### Signal wires on met1

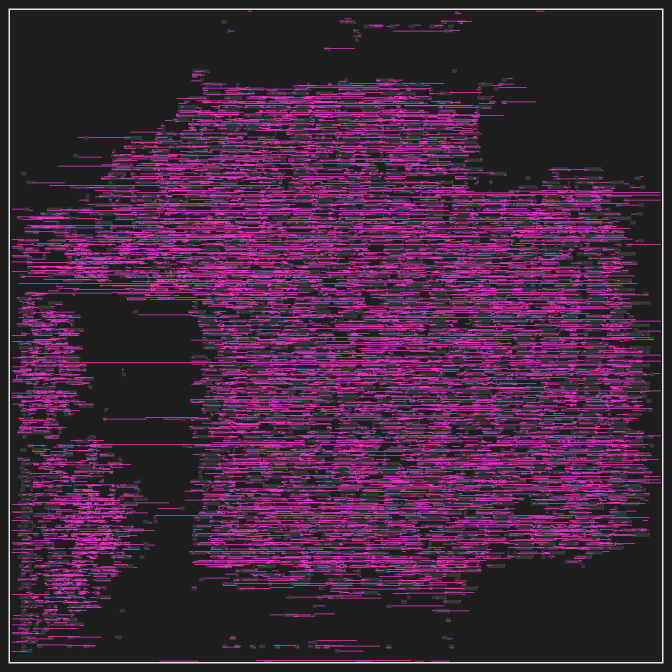
### Signal wires on met2

Bar = 100 um.
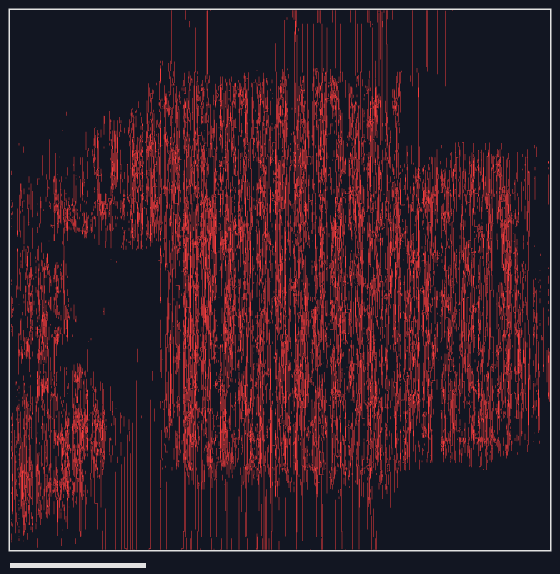
### Signal wires on met3

Bar = 100 um.
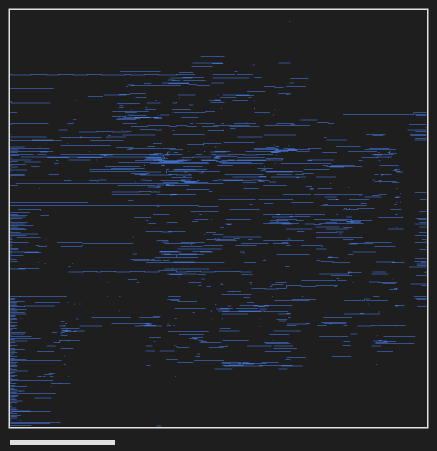
### M4 wires

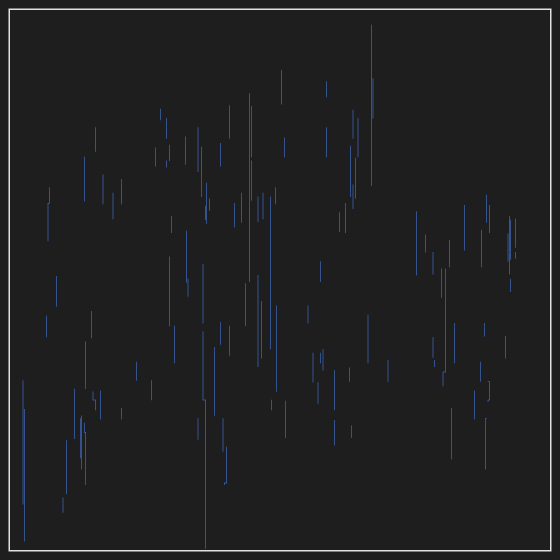
**src/rtl/rv32i_monitor_pkg.sv**
```systemverilog
// Shared types for the rv32i run monitor: FSM states, trace entry layout and
// the trace pointer width helper.
package rv32i_monitor_pkg;

  localparam int unsigned MON_XLEN = 32;
  localparam int unsigned MON_RD_W = 5;

  typedef enum logic [1:0] {
    MON_IDLE = 2'd0,
    MON_RUN  = 2'd1,
    MON_DONE = 2'd2
  } mon_state_e;

  typedef struct packed {
    logic [MON_XLEN-1:0] pc;
    logic [MON_RD_W-1:0] rd;
    logic [MON_XLEN-1:0] data;
  } trace_entry_t;

  function automatic int unsigned ptr_w(input int unsigned depth);
    return (depth > 1) ? $clog2(depth) : 1;
  endfunction

endpackage

```
**src/rtl/rv32i_trace_buffer.sv**
```systemverilog
// Circular trace buffer: overwrites the oldest entry when full, presents the
// oldest entry on registered show-ahead outputs.
module rv32i_trace_buffer
  import rv32i_monitor_pkg::*;
#(
  parameter int unsigned XLEN  = 32,
  parameter int unsigned DEPTH = 16
) (
  input  logic                    clk,
  input  logic                    rst,
  input  logic                    clr,
  input  logic                    push,
  input  logic [XLEN-1:0]         push_pc,
  input  logic [4:0]              push_rd,
  input  logic [XLEN-1:0]         push_data,
  input  logic                    pop,
  output logic                    valid,
  output logic [XLEN-1:0]         head_pc,
  output logic [4:0]              head_rd,
  output logic [XLEN-1:0]         head_data,
  output logic [$clog2(DEPTH):0]  count,
  output logic                    overflow
);

  localparam int unsigned PW = ptr_w(DEPTH);
  localparam int unsigned CW = $clog2(DEPTH) + 1;
  localparam int unsigned EW = 2 * XLEN + 5;

  logic [EW-1:0] mem_q [DEPTH];
  logic [PW-1:0] wr_ptr_q, wr_ptr_d, rd_ptr_q, rd_ptr_d;
  logic [CW-1:0] count_q, count_d;
  logic          overflow_q, overflow_d;
  logic          valid_q, valid_d;
  logic [EW-1:0] head_q, head_d;
  logic [EW-1:0] entry_c;
  logic          do_pop_c, full_c, write_c;

  assign entry_c  = {push_pc, push_rd, push_data};
  assign do_pop_c = pop && (count_q != '0);
  assign full_c   = (count_q == CW'(DEPTH));
  assign write_c  = push && !clr;

  // Pointer/occupancy update; a push into a full buffer drags the read pointer along.
  always_comb begin
    wr_ptr_d   = wr_ptr_q;
    rd_ptr_d   = rd_ptr_q;
    count_d    = count_q;
    overflow_d = overflow_q;
    if (clr) begin
      wr_ptr_d   = '0;
      rd_ptr_d   = '0;
      count_d    = '0;
      overflow_d = 1'b0;
    end else if (push) begin
      wr_ptr_d = wr_ptr_q + PW'(1);
      if (full_c) begin
        rd_ptr_d = rd_ptr_q + PW'(1);
        if (!do_pop_c) overflow_d = 1'b1;
      end else if (do_pop_c) begin
        rd_ptr_d = rd_ptr_q + PW'(1);
      end else begin
        count_d = count_q + CW'(1);
      end
    end else if (do_pop_c) begin
      rd_ptr_d = rd_ptr_q + PW'(1);
      count_d  = count_q - CW'(1);
    end
  end

  // Next head: the entry being written this cycle bypasses the array.
  always_comb begin
    head_d  = '0;
    valid_d = (count_d != '0);
    if (valid_d) head_d = (write_c && (wr_ptr_q == rd_ptr_d)) ? entry_c : mem_q[rd_ptr_d];
  end

  always_ff @(posedge clk) begin
    if (write_c) mem_q[wr_ptr_q] <= entry_c;
  end

  always_ff @(posedge clk or posedge rst) begin
    if (rst) begin
      wr_ptr_q   <= '0;
      rd_ptr_q   <= '0;
      count_q    <= '0;
      overflow_q <= 1'b0;
      valid_q    <= 1'b0;
      head_q     <= '0;
    end else begin
      wr_ptr_q   <= wr_ptr_d;
      rd_ptr_q   <= rd_ptr_d;
      count_q    <= count_d;
      overflow_q <= overflow_d;
      valid_q    <= valid_d;
      head_q     <= head_d;
    end
  end

  assign valid     = valid_q;
  assign count     = count_q;
  assign overflow  = overflow_q;
  assign head_pc   = head_q[EW-1 -: XLEN];
  assign head_rd   = head_q[XLEN +: 5];
  assign head_data = head_q[XLEN-1:0];

endmodule

```
**src/rtl/rv32i_run_monitor.sv**
```systemverilog
// Run monitor for rv32i_cpu: halt/watchdog FSM, result check and write trace.
// Define RUN_MONITOR_X0_FILTER_EN to drop register writes to x0 from the trace.
module rv32i_run_monitor
  import rv32i_monitor_pkg::*;
#(
  parameter int unsigned XLEN           = 32,
  parameter int unsigned TRACE_DEPTH    = 16,
  parameter int unsigned TIMEOUT_CYCLES = 1024,
  parameter int unsigned HALT_REPEAT    = 4
) (
  input  logic                          clk,
  input  logic                          rst,
  input  logic                          start,
  input  logic [XLEN-1:0]               expected,
  input  logic [XLEN-1:0]               pc,
  input  logic                          reg_write,
  input  logic [4:0]                    rd,
  input  logic [XLEN-1:0]               wb_data,
  input  logic [XLEN-1:0]               result,
  output logic                          busy,
  output logic                          done,
  output logic                          pass,
  output logic                          timeout,
  output logic [31:0]                   cycle_count,
  output logic [31:0]                   retire_count,
  input  logic                          trace_rd_en,
  output logic                          trace_valid,
  output logic [XLEN-1:0]               trace_pc,
  output logic [4:0]                    trace_rd,
  output logic [XLEN-1:0]               trace_data,
  output logic [$clog2(TRACE_DEPTH):0]  trace_count,
  output logic                          trace_overflow
);

  localparam int unsigned HCW = $clog2(HALT_REPEAT) + 1;

  mon_state_e      state_q, state_d;
  logic [XLEN-1:0] pc_prev_q, pc_prev_d;
  logic [HCW-1:0]  halt_cnt_q, halt_cnt_d;
  logic [31:0]     cycle_q, cycle_d, retire_q, retire_d;
  logic            busy_q, busy_d, done_q, done_d, pass_q, pass_d, timeout_q, timeout_d;
  logic            write_ok_c, capture_c;

`ifdef RUN_MONITOR_X0_FILTER_EN
  assign write_ok_c = reg_write && (rd != 5'd0);
`else
  assign write_ok_c = reg_write;
`endif

  // Start (re)arms from any state; halt beats the watchdog in the same cycle.
  always_comb begin
    state_d    = state_q;
    pc_prev_d  = pc;
    halt_cnt_d = halt_cnt_q;
    cycle_d    = cycle_q;
    retire_d   = retire_q;
    done_d     = done_q;
    pass_d     = pass_q;
    timeout_d  = timeout_q;
    capture_c  = 1'b0;
    if (start) begin
      state_d    = MON_RUN;
      halt_cnt_d = '0;
      cycle_d    = '0;
      retire_d   = '0;
      done_d     = 1'b0;
      pass_d     = 1'b0;
      timeout_d  = 1'b0;
    end else begin
      case (state_q)
        MON_RUN: begin
          cycle_d    = (cycle_q == '1) ? cycle_q : cycle_q + 32'd1;
          halt_cnt_d = (pc == pc_prev_q) ? halt_cnt_q + HCW'(1) : '0;
          capture_c  = write_ok_c;
          if (capture_c) retire_d = retire_q + 32'd1;
          if (halt_cnt_d >= HCW'(HALT_REPEAT - 1)) begin
            state_d   = MON_DONE;
            done_d    = 1'b1;
            pass_d    = (result == expected);
            timeout_d = 1'b0;
          end else if (cycle_d >= 32'(TIMEOUT_CYCLES - 1)) begin
            state_d   = MON_DONE;
            done_d    = 1'b1;
            pass_d    = 1'b0;
            timeout_d = 1'b1;
          end
        end
        default: ;
      endcase
    end
    busy_d = (state_d == MON_RUN);
  end

  always_ff @(posedge clk or posedge rst) begin
    if (rst) begin
      state_q    <= MON_IDLE;
      pc_prev_q  <= '0;
      halt_cnt_q <= '0;
      cycle_q    <= '0;
      retire_q   <= '0;
      busy_q     <= 1'b0;
      done_q     <= 1'b0;
      pass_q     <= 1'b0;
      timeout_q  <= 1'b0;
    end else begin
      state_q    <= state_d;
      pc_prev_q  <= pc_prev_d;
      halt_cnt_q <= halt_cnt_d;
      cycle_q    <= cycle_d;
      retire_q   <= retire_d;
      busy_q     <= busy_d;
      done_q     <= done_d;
      pass_q     <= pass_d;
      timeout_q  <= timeout_d;
    end
  end

  rv32i_trace_buffer #(
    .XLEN  (XLEN),
    .DEPTH (TRACE_DEPTH)
  ) u_trace (
    .clk       (clk),
    .rst       (rst),
    .clr       (start),
    .push      (capture_c),
    .push_pc   (pc),
    .push_rd   (rd),
    .push_data (wb_data),
    .pop       (trace_rd_en),
    .valid     (trace_valid),
    .head_pc   (trace_pc),
    .head_rd   (trace_rd),
    .head_data (trace_data),
    .count     (trace_count),
    .overflow  (trace_overflow)
  );

  assign busy         = busy_q;
  assign done         = done_q;
  assign pass         = pass_q;
  assign timeout      = timeout_q;
  assign cycle_count  = cycle_q;
  assign retire_count = retire_q;

endmodule
```
**config.mk**
```make
export PLATFORM = sky130hd
export DESIGN_NAME = rv32i_run_monitor
export DESIGN_NICKNAME = d
export VERILOG_FILES = /design/src/rtl/rv32i_monitor_pkg.sv /design/src/rtl/rv32i_trace_buffer.sv /design/src/rtl/rv32i_run_monitor.sv
export SDC_FILE = /design/constraint.sdc
export NUM_CORES = 2
export LEC_CHECK = 0
export ABC_AREA = 0
export CAP_MARGIN = 40
export CORE_MARGIN = 4
export CORE_UTILIZATION = 34
export CTS_BUF_LIST = sky130_fd_sc_hd__clkbuf_4
export DETAILED_ROUTE_END_ITERATION = 8
export GPL_TIMING_DRIVEN = 1
export HOLD_SLACK_MARGIN = 0.15
export SYNTH_ARGS = -nofsm -noshare
export SYNTH_HDL_FRONTEND = slang
export SYNTH_HIERARCHICAL = 1
export SYNTH_SLANG_ARGS = --single-unit
```
**constraint.sdc**
```tcl
create_clock -name clk -period 19.1 [get_ports clk]
set_input_delay 2.865 -clock clk [delete_from_list [all_inputs] [get_ports clk]]
set_output_delay 2.865 -clock clk [all_outputs]
set_load 0.005 [all_outputs]
```
==> out/qor.csv <==
metric,value,unit
status,completed,
"Cell Chain, Critical Path","clkdlybuf4s50_1, nand3b_1, nor2_1, buf_4, nand4bb_1, a211o_1, a21o_4, inv_8, buf_4, buf_4, mux2i_1, a32oi_1, nand4_1, o21ai_1, a22o_1",
final instance area,0.06143,mm^2
uppermost layer routed,met5,
Max Cap Violations,0,
adder-cell share of the synthesized area,0.2860,%
Net Sw Power,0.002393,W
core area,0.1503,mm^2
hold path depth,2,
DP Worst Slack,10.77,ns
final core occ,40.87,%
gr ovfl total,0,
Layout area overhead,19.02,%
setup slack after layout,11.93,ns
Hold Path End,timeout,
most common cell in the netlist,edfxtp_1,
crit path from,reg_write,
vias per cell,5.199,
OpenROAD warning count,51,
drt wl/cell,22.17,um
Hold WS,0.4996,ns
average cell area after synthesis,13.16,um^2
cycle use final,37.52,%
clk ins delay skew pair,1.24,ns
Tmin final,7.166,ns
Reg with most FFs,u_trace/mem_q,
Num CTS Buffers,349,
CTS max path bufs,4,
Multi-In Gates,2375,
1st-pass router iterations,6,
hold path startpoint,timeout,
Post-DP Area,0.05709,mm^2
RR Endpoint,u_trace/head_q[20],
Worst setup EP type,flip-flop,
ys flop type,edfxtp_1,
buffer count from post-CTS setup fixing,0,
Synth top cells by count,"1,104 x edfxtp_1, 999 x nand2_1, 442 x nand3_1",
R2R Setup Slk,13.60,ns
worst vdd ir,0.1188,mV
Back to the opening pictures, 'Signal wires on met1':
- main direction: horizontal
- nets with wire on the layer: 4,199
- longest straight run: 164 um
Vias: 34,730
Detailed Route WL: 148.1 mm
GRT met1 Usage: 24.50%

Back to the opening pictures, 'Signal wires on met2':
- nets with wire on the layer: 3,526
- main direction: vertical
- longest straight run: 163 um
- share of all routed wire: 47%

Back to the opening pictures, 'Signal wires on met3':
- wire length on this layer: 12,700 um
- main direction: horizontal
M3 GR Usage: 4.563%

Back to the opening pictures, 'M4 wires':
- share of all routed wire: 2.2%
- nets with wire on the layer: 78
- main direction: vertical

No activity file was given, so power comes from the tool's default toggle rates.
